--- src/rtl/demux_chan_fifo.sv ---
// -----------------------------------------------------------------------------
// demux_chan_fifo
//   Four-channel capture/buffer stage that sits directly after demux_1to4.
//   The word on out<sel> is pushed into FIFO[sel] when in_valid is high and that
//   FIFO has room. Each channel is then exposed to its own consumer as an
//   independent first-word-fall-through valid/ready stream.
//
// Parameters
//   WIDTH  data width (matches demux_1to4)
//   DEPTH  entries per channel FIFO, power of 2, >= 2
//
// Ports
//   clk            rising-edge clock
//   rst_n          asynchronous active-low reset
//   in_valid       word on out<sel> is valid this cycle
//   sel[1:0]       target channel (same select as the demux)
//   out0..out3     demux outputs; only out<sel> is sampled
//   in_ready       selected channel FIFO not full
//   ch_valid[3:0]  channel n FIFO non-empty
//   ch_ready[3:0]  consumer n accepts its head word
//   ch0..ch3_data  head word of each channel (0 while the channel is empty)
//   ch_full[3:0]   channel n FIFO holds DEPTH words
//   ovf_sticky[3:0] a word for channel n was dropped since reset
//   drop_cnt[31:0] per-channel saturating drop counters, channel n at [8n+7:8n]
//                  (only when DEMUX_DROP_CNT_EN is defined)
//
// Build option
//   DEMUX_DROP_CNT_EN  adds the drop_cnt output and its counters.
// -----------------------------------------------------------------------------
module demux_chan_fifo #(
  parameter int WIDTH = 8,
  parameter int DEPTH = 4
) (
  input  logic             clk,
  input  logic             rst_n,
  input  logic             in_valid,
  input  logic [1:0]       sel,
  input  logic [WIDTH-1:0] out0,
  input  logic [WIDTH-1:0] out1,
  input  logic [WIDTH-1:0] out2,
  input  logic [WIDTH-1:0] out3,
  output logic             in_ready,
  output logic [3:0]       ch_valid,
  input  logic [3:0]       ch_ready,
  output logic [WIDTH-1:0] ch0_data,
  output logic [WIDTH-1:0] ch1_data,
  output logic [WIDTH-1:0] ch2_data,
  output logic [WIDTH-1:0] ch3_data,
  output logic [3:0]       ch_full,
  output logic [3:0]       ovf_sticky
`ifdef DEMUX_DROP_CNT_EN
  ,
  output logic [31:0]      drop_cnt
`endif
);

  localparam int AW = $clog2(DEPTH);
  localparam logic [AW:0] FULL_CNT = (AW + 1)'(DEPTH);

  // Storage is deliberately not reset; empty channels mask their head word.
  logic [WIDTH-1:0] mem [4][DEPTH];
  logic [AW-1:0]    wr_ptr [4];
  logic [AW-1:0]    rd_ptr [4];
  logic [AW:0]      count  [4];
  logic [WIDTH-1:0] head   [4];
  logic [WIDTH-1:0] sel_data;
  logic             push;
  logic [3:0]       push_ch;
  logic [3:0]       pop_ch;
  logic [3:0]       drop_ch;

  always_comb begin
    sel_data = out0;
    case (sel)
      2'd0: sel_data = out0;
      2'd1: sel_data = out1;
      2'd2: sel_data = out2;
      2'd3: sel_data = out3;
      default: sel_data = out0;
    endcase
  end

  // Channel status is derived purely from the occupancy count.
  always_comb begin
    for (int n = 0; n < 4; n++) begin
      ch_valid[n] = (count[n] != '0);
      ch_full[n]  = (count[n] == FULL_CNT);
      head[n]     = ch_valid[n] ? mem[n][rd_ptr[n]] : '0;
    end
  end

  // in_ready ignores a same-cycle pop: a full channel never accepts a word,
  // even if its consumer is draining it on the same edge.
  assign in_ready = ~ch_full[sel];
  assign push     = in_valid & in_ready;

  always_comb begin
    for (int n = 0; n < 4; n++) begin
      push_ch[n] = push && (sel == 2'(n));
      drop_ch[n] = in_valid && !in_ready && (sel == 2'(n));
      pop_ch[n]  = ch_valid[n] && ch_ready[n];
    end
  end

  always_ff @(posedge clk) begin
    if (push) begin
      mem[sel][wr_ptr[sel]] <= sel_data;
    end
  end

  // Pointers wrap naturally because DEPTH is a power of two.
  always_ff @(posedge clk or negedge rst_n) begin
    if (!rst_n) begin
      for (int n = 0; n < 4; n++) begin
        wr_ptr[n] <= '0;
        rd_ptr[n] <= '0;
        count[n]  <= '0;
      end
      ovf_sticky <= '0;
    end else begin
      for (int n = 0; n < 4; n++) begin
        if (push_ch[n]) begin
          wr_ptr[n] <= wr_ptr[n] + 1'b1;
        end
        if (pop_ch[n]) begin
          rd_ptr[n] <= rd_ptr[n] + 1'b1;
        end
        case ({push_ch[n], pop_ch[n]})
          2'b10:   count[n] <= count[n] + 1'b1;
          2'b01:   count[n] <= count[n] - 1'b1;
          default: count[n] <= count[n];
        endcase
        if (drop_ch[n]) begin
          ovf_sticky[n] <= 1'b1;
        end
      end
    end
  end

`ifdef DEMUX_DROP_CNT_EN
  logic [7:0] drop_q [4];

  always_ff @(posedge clk or negedge rst_n) begin
    if (!rst_n) begin
      for (int n = 0; n < 4; n++) begin
        drop_q[n] <= '0;
      end
    end else begin
      for (int n = 0; n < 4; n++) begin
        if (drop_ch[n] && (drop_q[n] != 8'hFF)) begin
          drop_q[n] <= drop_q[n] + 8'd1;
        end
      end
    end
  end

  assign drop_cnt = {drop_q[3], drop_q[2], drop_q[1], drop_q[0]};
`endif

  assign ch0_data = head[0];
  assign ch1_data = head[1];
  assign ch2_data = head[2];
  assign ch3_data = head[3];

endmodule
--- config.mk ---
export PLATFORM = sky130hd
export DESIGN_NAME = demux_chan_fifo
export DESIGN_NICKNAME = d
export VERILOG_FILES = /design/src/rtl/demux_chan_fifo.sv
export SDC_FILE = /design/constraint.sdc
export NUM_CORES = 1
export LEC_CHECK = 0
export ABC_AREA = 0
export CAP_MARGIN = 20
export CORE_UTILIZATION = 35
export CTS_BUF_LIST = sky130_fd_sc_hd__clkbuf_8
export CTS_CLUSTER_SIZE = 8
export DETAILED_ROUTE_END_ITERATION = 12
export MAX_ROUTING_LAYER = met4
export PLACE_DENSITY = 0.51
export SLEW_MARGIN = 20
export SYNTH_ARGS = -nofsm -noshare
export SYNTH_HDL_FRONTEND = slang
export SYNTH_SLANG_ARGS = --single-unit
--- constraint.sdc ---
create_clock -name clk -period 5.5 [get_ports clk]
set_clock_uncertainty 0.05 [all_clocks]
set_input_delay 0.55 -clock clk [delete_from_list [all_inputs] [get_ports clk]]
set_output_delay 0.55 -clock clk [all_outputs]
set_load 0.1 [all_outputs]
### Cell area per tile

Bar = 50 um. 14 x 14 tiles, from dark blue (low) to red (high), 0 to 100% covered.
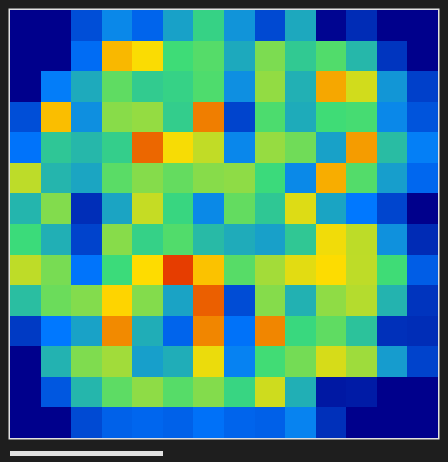
densest ninth of the die	centre
tiles over 75% full	7.1%
mean over tiles	40%
nearly empty tiles	9.7%
emptiest ninth of the die	south-east
fullest tile	93%
fp_density: 35.79%
Core ar.: 0.01871 mm2

==> results.ini <==
[floorplanning]
ioPinCount=86
die_y_um=140.3

[detailed_routing]
wl_met1_um=6303
highest_layer=met4
drt_wl_total_um=13660
route.detailed.drc=0
num_vias=3421
routedWlPerCell_um=19.57
dr.pass1.iters=4

[global_routing]
antenna_found_initial=0
grt_pass1_vias=3616
gr-total-overflow=0
grt_pass1_wl_um=21300
groute.usage.overall_pct=15.48
met1_usage_pct=20.32

[critical_path]
r2r_setup_slack_ps=3080
crit_type=input pin to output port
start_kind=input pin
setup.worst_path.end=in_ready
critPathMaxFanout=15
worstPathArrival_ps=3300
r2r-end=mem[3][30]$_DFFE_PP_
r2r-start=wr_ptr[5]$_DFFE_PN0P_
r2r_cells=3
critPathCaptureType=output port
slowest_delay_ps=1110
cp_num_buf_inv=2
crit_family=buffers and inverters
cp_common_cell=clkdlybuf4s50_1
cp-startpoint=sel[0]

[final_layout]
sh_comb_area_pct=23.42
nFillCells=1633
antenna_cells=0
finalNonFillerCells=698
ff_count=160
drive_gt1_share_pct=19.18
combGateArea_mm2=0.001932
logic_gates=169
seq_area_mm2=0.004644
n_all_buffers=87
final_cell_mix=edfxtp_1, clkdlybuf4s50_1, mux4_2
fin_nets=500

[place]
dp_cells=666
port_buffers=85
place_ws_ps=1495
place_hpwl_um=9119

[yosys]
synth_seq_share_pct=69.37
area_leaders=edfxtp_1, mux4_2, dfrtp_1
fa_ha_area_share_pct=1.944
synth-compound-area-share_pct=0.4672
synth_cell_types=31
simple_gate_area_share_pct=7.195
mux_share_pct=15.74
logic_family=multiplexers
synth_dominant_cell_count=edfxtp_1
netlist_top_cells_count=edfxtp_1, mux4_2, and2_1
flop_cell=edfxtp_1
edf_count=128

[status]
status=completed

[sta]
worst_slack_ps=1604
hold_viol=0
setup_tns_ps=0
worst_pin_slew_ps=1073
slew_headroom_pct=27.90
final_max_slew_viol_count=0
fmax_mhz=256.7
rsz0062_at_grt=false
timing.hold.ws_ps=158.7

[clock_tree]
hold_buffers=0
cts_resized=0
cts-root-buf=clkbuf_8
cts_inserted_buffers=17
clock_latency_ps=440
cts_sinks=160
clockBufferDepth=2
post_cts_buffers=0

[job]
warning_count=26

[min_path]
hp-class=input pin to asynchronous set/reset pin

### Cells coloured by class

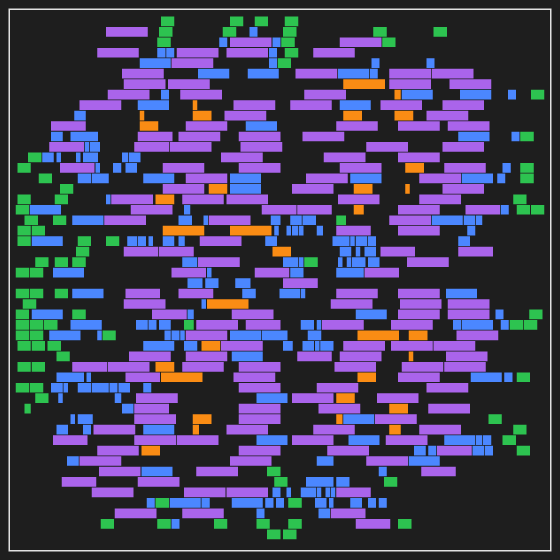
class	colour	cells	share of their area
clock drivers and dummy loads	orange	32	5.8%
other buffers and delay cells	green	87	11%
flops	purple	160	58%
combinational and other logic	blue	185	25%
sequential portion of the cell area: 56.29%
final instance area: 0.008250 mm2
FP Rows: 50

